**config.mk**
```make
export PLATFORM = sky130hd
export DESIGN_NAME = fan_ctrl_multi
export DESIGN_NICKNAME = d
export VERILOG_FILES = /design/src/rtl/fan_ctrl_multi.sv
export SDC_FILE = /design/constraint.sdc
export NUM_CORES = 1
export LEC_CHECK = 0
export CORE_ASPECT_RATIO = 1.2
export CORE_UTILIZATION = 60
export DETAILED_ROUTE_END_ITERATION = 10
export PLACE_DENSITY = 0.84
export RECOVER_POWER = 50
export SLEW_MARGIN = 10
export SYNTH_ARGS = -nofsm -noshare
export SYNTH_HDL_FRONTEND = slang
export SYNTH_SLANG_ARGS = --single-unit
```
**constraint.sdc**
```tcl
create_clock -name clk_i -period 8.1 [get_ports clk_i]
set_clock_uncertainty 0.05 [all_clocks]
set_input_delay 2.43 -clock clk_i [delete_from_list [all_inputs] [get_ports clk_i]]
set_output_delay 2.43 -clock clk_i [all_outputs]
set_load 0.05 [all_outputs]
```
**src/rtl/fan_ctrl_multi.sv**
```systemverilog
// NUM_CH fan loops sharing one time-multiplexed incremental-PI datapath, each with a clamped PWM.
// Define FANCTRL_SPINUP_EN to force a channel fully on for 4 periods when it starts from zero.
module fan_ctrl_multi #(
  parameter int unsigned NUM_CH = 4,
  parameter int unsigned DATA_W = 4,
  parameter int unsigned FRAC_W = 6,
  parameter int unsigned COEF_W = 10
) (
  input  logic                     clk_i,
  input  logic                     rst_i,
  input  logic [NUM_CH-1:0]        sample_stb_i,
  input  logic [NUM_CH*DATA_W-1:0] adc_value_i,
  input  logic [NUM_CH*DATA_W-1:0] set_value_i,
  input  logic signed [COEF_W-1:0] kp_i,
  input  logic signed [COEF_W-1:0] ki_i,
  input  logic                     config_en_i,
  input  logic [DATA_W:0]          pwm_period_i,
  input  logic [DATA_W-1:0]        pwm_min_i,
  output logic [NUM_CH-1:0]        pwm_o,
  output logic [NUM_CH*DATA_W-1:0] duty_o,
  output logic                     busy_o,
  output logic [3:0]               state_o
);
  localparam int unsigned E_W   = DATA_W + 1;
  localparam int unsigned U_W   = DATA_W + FRAC_W;
  localparam int unsigned ACC_W = COEF_W + DATA_W + 3;
  localparam int unsigned IDX_W = (NUM_CH > 1) ? $clog2(NUM_CH) : 1;
  localparam logic [IDX_W-1:0] LAST_IDX = IDX_W'(NUM_CH - 1);

  typedef enum logic [1:0] {StIdle, StLoad, StCalc, StStore} state_e;
  state_e state_q, state_d;

  logic [NUM_CH-1:0]       pend_q, pend_d, stb, req;
  logic [IDX_W-1:0]        last_q, cur_q, grant_idx, scan_idx;
  logic                    grant_valid;
  logic [DATA_W-1:0]       cur_set, cur_adc;
  logic signed [E_W-1:0]   e_q, e_new;
  logic signed [E_W-1:0]   eprev_q [NUM_CH];
  logic [U_W-1:0]          u_q [NUM_CH];
  logic [U_W-1:0]          u_sat;
  logic signed [ACC_W-1:0] acc_q, acc_d, u_ext, kp_ext, ki_ext, de_ext, e_ext;
  logic [DATA_W-1:0]       dnext_q [NUM_CH];
  logic [DATA_W-1:0]       duty_q [NUM_CH];
  logic [DATA_W-1:0]       duty_d [NUM_CH];
  logic [DATA_W-1:0]       eff [NUM_CH];
  logic [DATA_W:0]         cnt_q, cnt_d;
  logic                    wrap, run;
  logic [NUM_CH-1:0]       pwm_q, pwm_d;
  logic                    cfg_q;
`ifdef FANCTRL_SPINUP_EN
  logic [NUM_CH-1:0]       kick_act_q, kick_act_d;
  logic [1:0]              kick_cnt_q [NUM_CH];
  logic [1:0]              kick_cnt_d [NUM_CH];
`endif

  assign stb = config_en_i ? '0 : sample_stb_i;
  // A fresh strobe is visible to the arbiter in the same cycle it arrives.
  assign req = pend_q | stb;

  always_comb begin
    grant_valid = 1'b0;
    grant_idx   = '0;
    scan_idx    = '0;
    for (int k = 1; k <= int'(NUM_CH); k++) begin
      scan_idx = IDX_W'((int'(last_q) + k) % int'(NUM_CH));
      if (!grant_valid && req[scan_idx]) begin
        grant_valid = 1'b1;
        grant_idx   = scan_idx;
      end
    end
  end

  always_comb begin
    state_d = state_q;
    unique case (state_q)
      StIdle:  if (grant_valid) state_d = StLoad;
      StLoad:  state_d = StCalc;
      StCalc:  state_d = StStore;
      StStore: state_d = StIdle;
      default: state_d = StIdle;
    endcase
    if (config_en_i) state_d = StIdle;
  end

  always_ff @(posedge clk_i) begin
    if (rst_i) state_q <= StIdle;
    else       state_q <= state_d;
  end

  always_comb begin
    cur_set = set_value_i[cur_q*DATA_W +: DATA_W];
    cur_adc = adc_value_i[cur_q*DATA_W +: DATA_W];
    e_new   = $signed({1'b0, cur_set}) - $signed({1'b0, cur_adc});
    u_ext   = $signed(ACC_W'(u_q[cur_q]));
    kp_ext  = ACC_W'(kp_i);
    ki_ext  = ACC_W'(ki_i);
    e_ext   = ACC_W'(e_q);
    de_ext  = ACC_W'(e_q) - ACC_W'(eprev_q[cur_q]);
    acc_d   = u_ext + kp_ext * de_ext + ki_ext * e_ext;
    if (acc_q[ACC_W-1])            u_sat = '0;
    else if (|acc_q[ACC_W-2:U_W])  u_sat = '1;
    else                           u_sat = acc_q[U_W-1:0];
    pend_d = pend_q;
    if (state_q == StStore) pend_d[cur_q] = 1'b0;
    pend_d = pend_d | stb;
  end

  always_ff @(posedge clk_i) begin
    if (rst_i || config_en_i) begin
      pend_q <= '0;
      last_q <= LAST_IDX;
      cur_q  <= '0;
      e_q    <= '0;
      acc_q  <= '0;
      for (int n = 0; n < int'(NUM_CH); n++) begin
        u_q[n]     <= '0;
        eprev_q[n] <= '0;
        dnext_q[n] <= '0;
      end
    end else begin
      pend_q <= pend_d;
      if (state_q == StIdle && grant_valid) begin
        cur_q  <= grant_idx;
        last_q <= grant_idx;
      end
      if (state_q == StLoad) e_q <= e_new;
      if (state_q == StCalc) acc_q <= acc_d;
      if (state_q == StStore) begin
        u_q[cur_q]     <= u_sat;
        eprev_q[cur_q] <= e_q;
        dnext_q[cur_q] <= u_sat[U_W-1:FRAC_W];
      end
    end
  end

  // PWM compare uses next-state count and duty so pwm_q lines up with cnt_q.
  always_comb begin
    wrap  = (cnt_q >= pwm_period_i);
    cnt_d = wrap ? '0 : cnt_q + 1'b1;
    run   = (pwm_period_i != '0);
    for (int n = 0; n < int'(NUM_CH); n++) begin
      if (dnext_q[n] == '0)              eff[n] = '0;
      else if (dnext_q[n] < pwm_min_i)   eff[n] = pwm_min_i;
      else                               eff[n] = dnext_q[n];
      duty_d[n] = wrap ? eff[n] : duty_q[n];
`ifdef FANCTRL_SPINUP_EN
      kick_act_d[n] = kick_act_q[n];
      kick_cnt_d[n] = kick_cnt_q[n];
      if (wrap) begin
        if (eff[n] == '0) begin
          kick_act_d[n] = 1'b0;
        end else if (duty_q[n] == '0) begin
          kick_act_d[n] = 1'b1;
          kick_cnt_d[n] = 2'd0;
        end else if (kick_act_q[n]) begin
          if (kick_cnt_q[n] == 2'd3) kick_act_d[n] = 1'b0;
          else                       kick_cnt_d[n] = kick_cnt_q[n] + 2'd1;
        end
      end
      pwm_d[n] = run && (kick_act_d[n] || ({1'b0, duty_d[n]} > cnt_d));
`else
      pwm_d[n] = run && ({1'b0, duty_d[n]} > cnt_d);
`endif
    end
  end

  always_ff @(posedge clk_i) begin
    if (rst_i || config_en_i) begin
      cnt_q <= '0;
      pwm_q <= '0;
      for (int n = 0; n < int'(NUM_CH); n++) duty_q[n] <= '0;
`ifdef FANCTRL_SPINUP_EN
      kick_act_q <= '0;
      for (int n = 0; n < int'(NUM_CH); n++) kick_cnt_q[n] <= '0;
`endif
    end else begin
      cnt_q <= cnt_d;
      pwm_q <= pwm_d;
      for (int n = 0; n < int'(NUM_CH); n++) duty_q[n] <= duty_d[n];
`ifdef FANCTRL_SPINUP_EN
      kick_act_q <= kick_act_d;
      for (int n = 0; n < int'(NUM_CH); n++) kick_cnt_q[n] <= kick_cnt_d[n];
`endif
    end
  end

  always_ff @(posedge clk_i) begin
    if (rst_i) cfg_q <= 1'b0;
    else       cfg_q <= config_en_i;
  end

  for (genvar n = 0; n < NUM_CH; n++) begin : g_duty
    assign duty_o[n*DATA_W +: DATA_W] = duty_q[n];
  end

  assign pwm_o   = pwm_q;
  assign busy_o  = (state_q != StIdle);
  assign state_o = cfg_q ? 4'hC : 4'hA;

endmodule

```
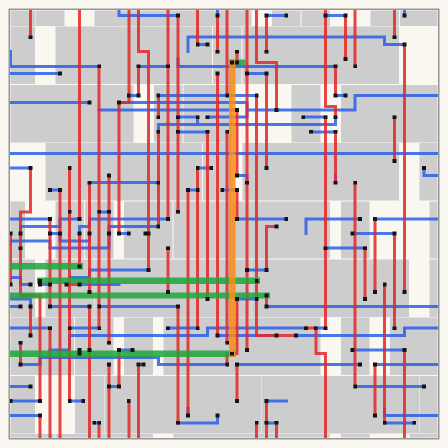
Run 1: a small window of the routed layout
Region (83, 27) to (103, 47) microns. Cells in grey, sequential cells in the stronger grey; small squares are vias.
| colour | layer |
|---|---|
| orange | metal 4 |
| green | metal 3 |
| blue | metal 1 |
| red | metal 2 |
cells with their middle in the window: 28
sequential cells in the window: 0
most frequent: fa_1 (12), inv_1 (6), nand2_1 (5)

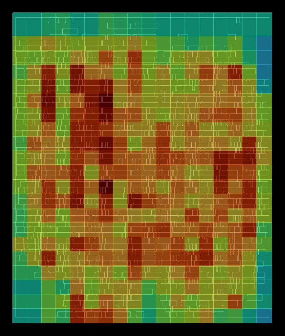
Run 1: track usage over the die
Avg WL per Cell: 17.8 microns
GR Util met3: 4.73%
GRT Total Usage: 28.9%
Final Util: 71.2%

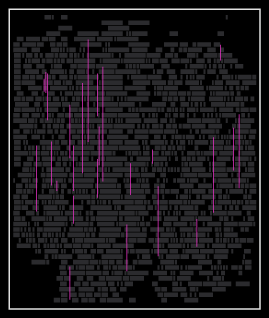
Run 1: signal wires on met4
Scale: 2 px per micron. Cells faint in the background.
wire length on this layer: 586 microns
nets with wire on the layer: 24
main direction: vertical
share of all routed wire: 2.4%
longest straight run: 57.1 microns
via count: 7984
final wirelength: 24600 microns

==> qor.csv, run 1 <==
stage;metric;value;unit
status;status;complete, but fails checks;
status;violations;max-capacitance violations, max-slew violations;
setup_path;reg2reg_slack;0.83;ns
power;p_sw;1670;uW
timing;timing.fmax;137;MHz
logic_synthesis;synthArstFlopShare;0;%
global_route;grt_max_degree;37;
timing;rsz0062_at_grt;false;
global_route;grt_overflow_total;0;
hold_path;hp-class;reg2reg;
setup_path;cp_max_fo;6;
logic_synthesis;xor_share;1.94;%
power;seq_power;684;uW
hold_path;hold_end;duty_q[3][3];
logic_synthesis;top_cells_by_count;164 x inv_1, 115 x fa_1, 99 x nor2_1, 92 x ha_1, 69 x nand2_1;
placed_design;gp_congestion;0.901;
logic_synthesis;fp_nets;1344;
routing;wl_met2;13400;microns
routing;dr.pass1.iters;4;
timing;tightest_slew;2.34;ns
logic_synthesis;edf_count;60;
cts;cts_tree;done;
routing;viasPerCell;5.76;
timing;post-route-period-util;89.9;%
setup_path;crit_required;8.25;ns
timing;finalHoldViolations;0;
cts;cts.clk_slew.worst_paths;0.05;ns
floorplan;fp.dieH;149;microns
power;clkPwrFrac;20.3;%
placed_design;placed_area;11900;sq um
timing;slew_violations;71;
floorplan;core_area;17600;sq um
cts;clock_latency;0.41;ns
logic_synthesis;synth_top_cell_by_count;inv_1;
power;ir_drop;0.199;mV
routing;maxUsedRoutingLayer;met4;
placed_design;port_buffers;90;
logic_synthesis;synth_cell_types;62;
floorplan;pin_count;93;
setup_path;cp-end-kind;flop;
power;pwr-share-comb;62.2;%
setup_path;start_kind;input pin;
setup_path;r2r_cells;23;
cts;numCtsBuffers;17;
layout;antenna_cells_inserted;0;
layout;drive_gt1_share;6.35;%
logic_synthesis;simple_gate_area_share;14.5;%
logic_synthesis;topCombFamilyByArea;adder cells;
logic_synthesis;largest_area_cell;fa_1;
power;p_comb;2430;uW
hold_path;hp-start;duty_q[3][3];
setup_path;path_class;in2reg;
power;power_clock;794;uW
run;maxCapViolCount;2;
-- run 1: through the flow --
step	hold slack, ns	power [uW]	setup slack (ns)	cells	util (%)
after floorplan	0.391	2560	1.22	1069	-
after global placement	0.419	3060	0.534	1354	67.8
after detailed placement	0.420	3100	0.510	1354	67.8
after CTS	0.435	3920	0.892	1386	71.3
after global routing	0.444	4310	0.409	1386	71.2
final	0.432	3910	0.818	1386	71.2
-- run 1: critical path, stage by stage --
cell and delay, ns:
clkdlybuf4s50_1 0.50, or2_1 0.29, fa_1 0.51, fa_1 0.55
inv_1 0.06, fa_1 0.50, fa_1 0.56, inv_1 0.06
fa_1 0.54, inv_1 0.04, ha_1 0.34, o21ai_0 0.27
o21ai_0 0.20, a21oi_1 0.24, a21oi_1 0.11, xnor2_1 0.15
o22ai_1 0.09
-- run 1: sequential cells by signal, summed over array words and instances, names as in the netlist, named ones only --
register	cells
acc_q	17
cfg_q	1
cnt_q	5
cur_q	2
dnext_q	12
duty_q	16
e_q	5
eprev_q	20
last_q	2
pend_q	4
pwm_o	4
state_q	2
u_q	28
-- run 1: how the worst max path moves through the flow --
stage	slack (ns)	from	cells after the start	endpoint
finish	0.82	kp_i[0]	17	acc_q[14]
global route	0.41	flop	23	acc_q[14]
CTS	0.89	kp_i[0]	17	acc_q[10]
floorplan	1.22	kp_i[0]	16	acc_q[13]
detailed placement	0.51	ki_i[0]	17	acc_q[13]
global placement	0.53	kp_i[0]	17	acc_q[10]
-- run 1: area by class of cell --
class	count	area share (%)
multi-input combinational	749	56.2
sequential	120	24.0
timing repair buffer	99	7.62
inverter	166	4.98
clock buffer	22	3.55
tap	220	2.20
clock inverter	10	1.40
-- run 1: per-layer routing --
metal,global-route usage (%),up-vias
met3,4.73,54
met1,33.1,3938
met4,8.73,0
met5,0,-
li1,-,3723
met2,54.8,269
--- run 2 (diff from run 1) ---
- PLACE_DENSITY: 0.84 -> 0.82
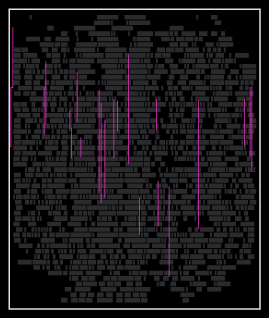
Run 2: signal wires on met4
Scale: 2 px per micron. Cells faint in the background.
wire length on this layer: 678 microns
share of all routed wire: 2.7%
longest straight run: 63.9 microns
main direction: vertical
nets with wire on the layer: 19
via count: 7993
final wirelength: 24800 microns

==> run 2 against run 1 <==
Compared with the run above: the flow still finishes with violations (max-capacitance violations, max-slew violations); register-to-register slack worse by 0.02 ns; clock power is 2% higher; via count is 0.11% higher; count of clock-buffer cells in the layout is 1 lower; combinational power hardly changed; sequential share of layout area is 0.050 points lower; fmax is 0.37% lower; routed wire length is 0.79% higher; final area is 0.21% higher; cell count stayed put; global-route usage is 0.13 points higher; die size stayed put; largest power group unchanged.
==> qor.csv, run 2 <==
stage;metric;value;unit;change
status;status;complete, but fails checks;;unchanged
floorplan;taps;220;;unchanged
timing;tightest_slew;2.34;ns;about the same
layout;nNonClkInverters;166;;unchanged
setup_path;start_kind;input pin;;unchanged
cts;numCtsBuffers;17;;unchanged
placed_design;gp_congestion;0.894;;was 0.901
setup_path;crit_required;8.35;ns;was 8.25 ns
logic_synthesis;simple_gate_area_share;14.5;%;unchanged
setup_path;worstPathCellList;clkdlybuf4s50_1 -> or2_1 -> fa_1 -> fa_1 -> inv_1 -> fa_1 -> fa_1 -> inv_1 -> fa_1 -> inv_1 -> ha_1 -> o21ai_2 -> o21bai_1 -> a21o_1 -> a41oi_2 -> nor4_1 -> a311o_1;;was clkdlybuf4s50_1 -> or2_1 -> fa_1 -> fa_1 -> inv_1 -> fa_1 -> fa_1 -> inv_1 -> fa_1 -> inv_1 -> ha_1 -> o21ai_0 -> o21ai_0 -> a21oi_1 -> a21oi_1 -> xnor2_1 -> o22ai_1
setup_path;endpoint;acc_q[13];;was acc_q[14]
timing;post-route-period-util;90.2;%;was 89.9%
setup_path;reg2reg_slack;0.81;ns;was 0.83 ns
layout;logic_gates;749;;unchanged
layout;largest_class;multi-input combinational cells;;unchanged
routing;viasPerCell;5.77;;was 5.76
placed_design;port_buffers;90;;unchanged
logic_synthesis;edf_count;60;;unchanged
routing;dr.pass1.iters;4;;unchanged
timing;rsz0062_at_grt;false;;unchanged
floorplan;pin_count;93;;unchanged
timing;finalHoldViolations;0;;unchanged
layout;largest_reg_flops;28;;unchanged
cts;cts.clk_slew.worst_paths;0.06;ns;was 0.05 ns
cts;cts_tree;done;;unchanged
timing;timing.fmax;137;MHz;about the same
layout;clkbuf_count;21;;was 22
run;maxCapViolCount;1;;was 2
global_route;grt_overflow_total;0;;unchanged
timing;slew_violations;37;;was 71
setup_path;cp_max_fo;6;;unchanged
global_route;grt_usage;29.0;%;was 28.9%
hold_path;hp-class;reg2reg;;unchanged
layout;comb_area_share;56.1;%;was 56.2%
setup_path;critPathMostFrequentCell;fa_1;;unchanged
layout;top_register;u_q;;unchanged
status;violations;max-capacitance violations, max-slew violations;;unchanged
timing;finalWorstSetupSlack;0.791;ns;was 0.818 ns
layout;final-nonclk-buf-share;7.60;%;was 7.62%
placed_design;preCtsSetupSlack;0.387;ns;was 0.510 ns
logic_synthesis;fp_nets;1344;;unchanged
layout;clk_share;5.15;%;was 4.95%
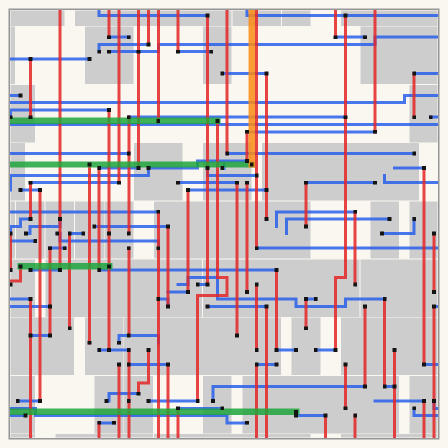
Run 2: a small window of the routed layout
Region (83, 27) to (103, 47) microns. Cells in grey, sequential cells in the stronger grey; small squares are vias.
| colour | layer |
|---|---|
| red | metal 2 |
| orange | metal 4 |
| green | metal 3 |
| blue | metal 1 |
most frequent: inv_1 (8), fa_1 (7), nand2_1 (4)
sequential cells in the window: 0
cells with their middle in the window: 25

run 2: cell counts after synthesis:
No cell type changed its count.
run 2: metal layers:
metal / GRT usage (%) / up-vias / part of all wire [%]
li1: - / 3725 / -
met1: 33.4 / 3986 / 39
met2: 54.8 / 229 / 54
met3: 4.02 / 53 / 4.1
met4: 10.3 / 0 / 2.7
met5: 0 / - / 0
run 2: report_power, final:
part | internal [uW] | switching (uW) | leakage (uW)
Clock | 519 | 287 | 0.000308
Sequential | 660 | 23.6 | 0.00115
Combinational | 1050 | 1390 | 0.00400
Total | 2230 | 1700 | 0.00546
run 2: worst max-delay path, delay by kind of cell:
| kind | cells | cell delay (ns) |
|---|---|---|
| adder cells (fa/ha/maj) | 6 | 3.03 |
| AND-OR/OR-AND | 5 | 1.08 |
| buffers and inverters | 4 | 0.66 |
| AND/OR/NAND/NOR | 2 | 0.36 |
run 2: per-stage QoR:
step	area (sq um)	std cells	utilization (%)	hold WS, ns
6_report	12500	1386	71.3	0.426
5_1_grt	12500	1386	71.3	0.461
4_1_cts	12600	1386	71.4	0.434
3_5_place_dp	11900	1354	67.8	0.420
3_3_place_gp	11900	1354	67.8	0.417
2_1_floorplan	10800	1069	-	0.391
run 2: worst min path at each step:
| stage | start | to | slack (ns) | depth (start not counted) |
|---|---|---|---|---|
| floorplan | cnt_q[0] | cnt_q[0] | 0.39 | 1 |
| global placement | acc_q[12] | acc_q[12] | 0.42 | 2 |
| detailed placement | duty_q[3][3] | duty_q[3][3] | 0.42 | 2 |
| CTS | duty_q[3][3] | duty_q[3][3] | 0.43 | 2 |
| global route | duty_q[2][1] | duty_q[2][1] | 0.46 | 2 |
| finish | duty_q[3][3] | duty_q[3][3] | 0.43 | 2 |
Power figures rest on the tool's default switching activity, not on a simulated workload.
